### config.mk
export PLATFORM = sky130hd
export DESIGN_NAME = keypad_sequencer
export DESIGN_NICKNAME = d
export VERILOG_FILES = /design/src/rtl/comb_lock_pkg.sv /design/src/rtl/key_onehot_enc.sv /design/src/rtl/keypad_sequencer.sv
export SDC_FILE = /design/constraint.sdc
export NUM_CORES = 1
export LEC_CHECK = 0
export ABC_AREA = 1
export CAP_MARGIN = 20
export CORE_MARGIN = 2
export CORE_UTILIZATION = 40
export DETAILED_ROUTE_END_ITERATION = 10
export PLACE_DENSITY = 0.66
export SLEW_MARGIN = 20
export SYNTH_ARGS = -nofsm -noshare
export SYNTH_HDL_FRONTEND = slang
export SYNTH_SLANG_ARGS = --single-unit
### constraint.sdc
create_clock -name clk -period 11.8 [get_ports clk]
set_input_delay 1.77 -clock clk [delete_from_list [all_inputs] [get_ports clk]]
set_output_delay 1.77 -clock clk [all_outputs]
set_load 0.02 [all_outputs]
### src/rtl/comb_lock_pkg.sv
// rtl/comb_lock_pkg.sv - shared digit encodings and types for the keypad/lock pair
package comb_lock_pkg;
  localparam int DIGIT_W     = 10;
  localparam int DIG_PER_GRP = 4;
  localparam int NUM_GROUPS  = 3;

  typedef bit [DIGIT_W-1:0] digit_t;
  typedef digit_t [DIG_PER_GRP-1:0] group_t;

  typedef enum logic {
    COLLECT = 1'b0,
    PLAY    = 1'b1
  } seq_state_t;

  localparam digit_t C0 = 10'b00_0000_0001;
  localparam digit_t C1 = 10'b00_0000_0010;
  localparam digit_t C2 = 10'b00_0000_0100;
  localparam digit_t C3 = 10'b00_0000_1000;
  localparam digit_t C4 = 10'b00_0001_0000;
  localparam digit_t C5 = 10'b00_0010_0000;
  localparam digit_t C6 = 10'b00_0100_0000;
  localparam digit_t C7 = 10'b00_1000_0000;
  localparam digit_t C8 = 10'b01_0000_0000;
  localparam digit_t C9 = 10'b10_0000_0000;

  localparam digit_t IDLE_DIGIT = C0;
endpackage

### src/rtl/key_onehot_enc.sv
// rtl/key_onehot_enc.sv - binary key code to one-hot digit with illegal-code flag
module key_onehot_enc
  import comb_lock_pkg::*;
(
  input  logic [3:0] code_i,
  output digit_t     onehot_o,
  output logic       illegal_o
);

  // Illegal codes still yield a one-hot value so nothing downstream ever sees zero.
  always_comb begin
    illegal_o = (code_i > 4'd9);
    onehot_o  = C0;
    if (!illegal_o) onehot_o = digit_t'(1) << code_i;
  end

endmodule

### src/rtl/keypad_sequencer.sv
// rtl/keypad_sequencer.sv - collects a 12-key entry and replays it as 3 one-hot groups
module keypad_sequencer
  import comb_lock_pkg::*;
(
  input  logic       clk,
  input  logic       rst,
  input  logic       key_valid,
  input  logic [3:0] key_code,
  input  logic       key_clear,
  output logic       key_ready,
  output logic       key_err,
  output digit_t     digits [DIG_PER_GRP-1:0],
  output logic       play_valid,
  output logic [1:0] group_idx,
  output logic       busy
);

  localparam logic [3:0] LAST_KEY   = 4'(NUM_GROUPS * DIG_PER_GRP - 1);
  localparam logic [1:0] LAST_GROUP = 2'(NUM_GROUPS - 1);

  seq_state_t                  state_q, state_d;
  logic [3:0]                  key_cnt_q, key_cnt_d;
  logic [1:0]                  play_cnt_q, play_cnt_d;
  logic                        key_err_q, key_err_d;
  group_t [NUM_GROUPS-1:0]     buf_q, buf_d;

  digit_t enc_onehot;
  logic   enc_illegal;

  key_onehot_enc u_enc (
    .code_i    (key_code),
    .onehot_o  (enc_onehot),
    .illegal_o (enc_illegal)
  );

  always_comb begin
    state_d    = state_q;
    key_cnt_d  = key_cnt_q;
    play_cnt_d = play_cnt_q;
    key_err_d  = 1'b0;
    buf_d      = buf_q;
    case (state_q)
      COLLECT: begin
        // Clear takes priority over a simultaneous key.
        if (key_clear) begin
          key_cnt_d = 4'd0;
        end else if (key_valid) begin
          if (enc_illegal) begin
            key_err_d = 1'b1;
          end else begin
            buf_d[key_cnt_q[3:2]][2'd3 - key_cnt_q[1:0]] = enc_onehot;
            if (key_cnt_q == LAST_KEY) begin
              key_cnt_d  = 4'd0;
              play_cnt_d = 2'd0;
              state_d    = PLAY;
            end else begin
              key_cnt_d = key_cnt_q + 4'd1;
            end
          end
        end
      end
      PLAY: begin
        if (play_cnt_q == LAST_GROUP) begin
          play_cnt_d = 2'd0;
          state_d    = COLLECT;
        end else begin
          play_cnt_d = play_cnt_q + 2'd1;
        end
      end
    endcase
  end

  always_ff @(posedge clk or posedge rst) begin
    if (rst) begin
      state_q    <= COLLECT;
      key_cnt_q  <= 4'd0;
      play_cnt_q <= 2'd0;
      key_err_q  <= 1'b0;
      buf_q      <= {(NUM_GROUPS * DIG_PER_GRP){IDLE_DIGIT}};
    end else begin
      state_q    <= state_d;
      key_cnt_q  <= key_cnt_d;
      play_cnt_q <= play_cnt_d;
      key_err_q  <= key_err_d;
      buf_q      <= buf_d;
    end
  end

  assign key_ready  = (state_q == COLLECT);
  assign busy       = ~key_ready;
  assign play_valid = (state_q == PLAY);
  assign group_idx  = play_cnt_q;
  assign key_err    = key_err_q;

  // Output mux sees only registers, so reset forces idle digits without a clock.
  always_comb begin
    for (int i = 0; i < DIG_PER_GRP; i++) begin
      digits[i] = play_valid ? buf_q[play_cnt_q][i] : IDLE_DIGIT;
    end
  end

endmodule

==> summary.txt <==
run metrics: CP delay by family, top=simple AND/OR/NAND/NOR gates, IO buf count=53, maximum VDD drop=0.00008251 V, Area contributors post-synth=dfrtp_1 (46%), nand2_1 (21%), nand3_1 (12%), metal2 WL=7.998 mm, Placed Instance Area=0.006822 sq mm, status=complete, no violations, cell total in the yosys stat output=795, DP Worst Slack=7.368 ns, Net Sw Frac=24.03%, Area Overhead vs Synth=17.88%, Mapped Area=0.006257 sq mm, cells along the critical path=inv_1 -> nor2_4 -> nand2_1 -> o211ai_1 -> clkdlybuf4s50_1, post-DP HPWL=10.13 mm, clock sinks=128, CP peak stage delay=0.93 ns, Tool Warnings=29, number of nets with antenna violations after routing=0, top cell type by instance count after synthesis=nand2_1, PnR Total Power=1.018 mW, design area=0.007376 sq mm, max-cap check violation count=0, share of power burned in registers=46.2%, met1 usage=29.75%, Setup CP Type=flop to output port, first-pass GRT wire length=27.40 mm, Max Clock Freq=202.2 MHz, GR peak layer=met2, critical path's slowest cell=nor2_4, Post-synth seq share=51.43%, max-slew violation count=0, DR WL met3=896 microns, Synth Instances=795, largest area contributor in the netlist=dfrtp_1, Psw=0.2447 mW, vias in the first global route=5,094, PostCTS Resize Cnt=0, most instantiated logic cells after routing=nand2_1 (358), nand3_1 (146), dfrtp_1 (116), clkdlybuf4s50_1 (53), inv_1 (26), worst-margin pin slew=1.144 ns, postcts setup bufs=0, ys flops=128, Leakage=3.844 nW, most common cell after layout, fill and taps aside=nand2_1, CP Data Arrival Time=3.18 ns, Internal=0.7735 mW, setup ws final=6.853 ns
[power groups by stage]
stage | combinational [mW] | clock [mW] | sequential, mW
3_5_place_dp | 0.0620 | 0 | 0.477
2_1_floorplan | 0.0479 | 0 | 0.474
5_1_grt | 0.0705 | 0.514 | 0.472
3_3_place_gp | 0.0603 | 0 | 0.476
6_report | 0.0615 | 0.487 | 0.470
4_1_cts | 0.0619 | 0.492 | 0.470
[tightest hold or removal path, cell delays in order (launching register included)]
cell     delay [ns]
dfstp_2        0.37
nand2_1        0.05
nand2_1        0.04
[cell type report]
type	instances	area, sq um
Tap cell	211	264.0
Timing Repair Buffer	59	579.3
Clock inverter	6	30.03
Inverter	33	131.4
Sequential cell	128	3218
Multi-Input combinational cell	589	2634
Fill cell	1509	7883
Clock buffer	26	519.2
[path summary, 6_finish.rpt]
kind / start / to / slack (ns) / depth (start not counted)
min in group asynchronous: rst / buf_q[64] / 1.90 / 2
hold reg to reg: buf_q[10] / buf_q[10] / 0.47 / 2
max in group asynchronous: rst / buf_q[112] / 8.58 / 3
hold / removal: buf_q[10] / buf_q[10] / 0.47 / 2
setup reg to reg: busy / buf_q[61] / 9.17 / 9
setup / recovery: group_idx[0] / digits[2] / 6.85 / 5
[state kept, by name (all words and copies together) (netlist names)]
| name | cells |
|---|---|
| key_err | 1 |
| key_cnt_q | 4 |
| busy | 1 |
| group_idx | 2 |
| buf_q | 120 |
[kinds of logic after synthesis]
logic type      Yosys count  share of synthesized area (%)
compound gates           35                          3.319
buf+inv                  78                          6.559
simple gates            550                          37.89
flops                   128                          51.43
fa+ha+maj                 4                         0.7999
Figure 1. Gate-type map.
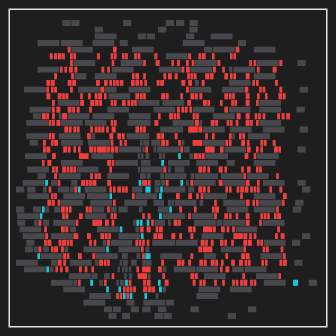
Key: red = NAND gates [cells 519]; cyan = inverters [cells 33]

Figure 2. Met1 routing.
Supply wires on this layer in gray.
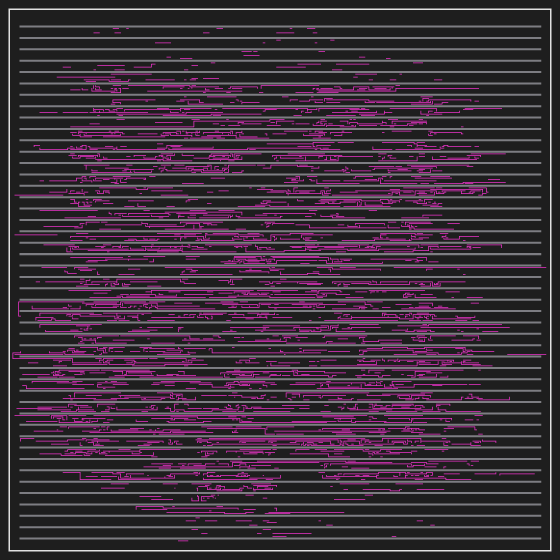
The wires run mostly horizontal. The layer carries 7,640 microns of wire. 767 nets have wire on it. The longest straight run is 65.3 microns.

Figure 3. Register map, names as in the netlist.
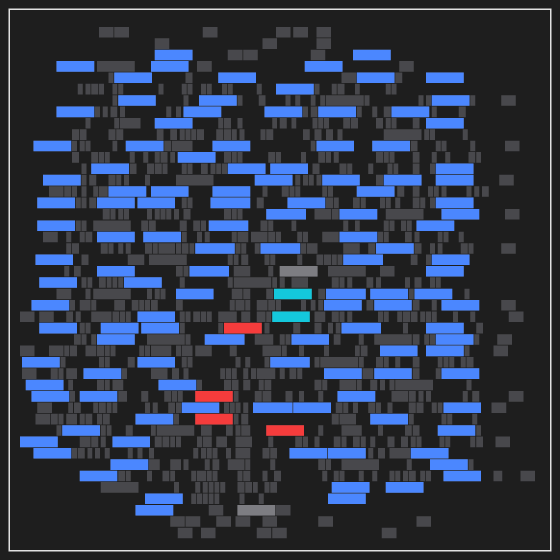
Key: red = `key_cnt_q` [sequential cells 4, where south]; blue = `buf_q` [sequential cells 120, where spread over the die]; cyan = `group_idx` [sequential cells 2]

Figure 4. Clock routing.
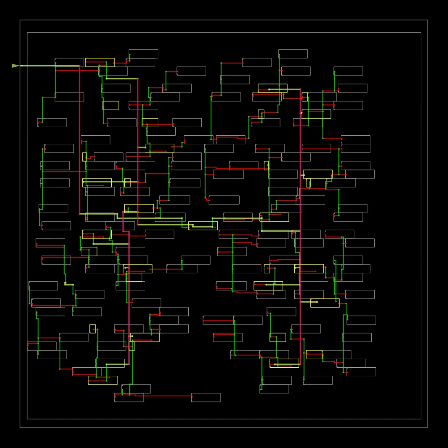
clk latency late pin: 0.42 ns
sequential cell count: 128

Figure 5. Power grid.
Pins as bars on the die edge.
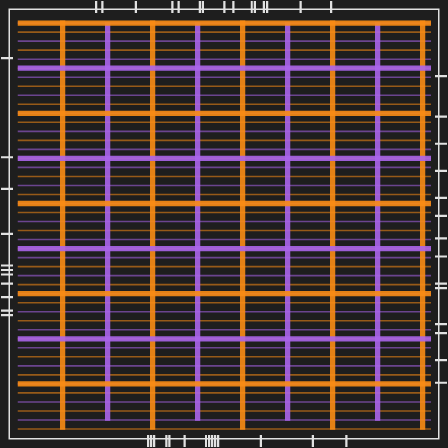
Key: purple = VDD; orange = VSS
54 signal pins sit on the boundary. The core has 45 rows. 46 met1 rails follow the rows. 9 straps on met4. 9 straps on met5.

Power and IR drop assume default switching activity.
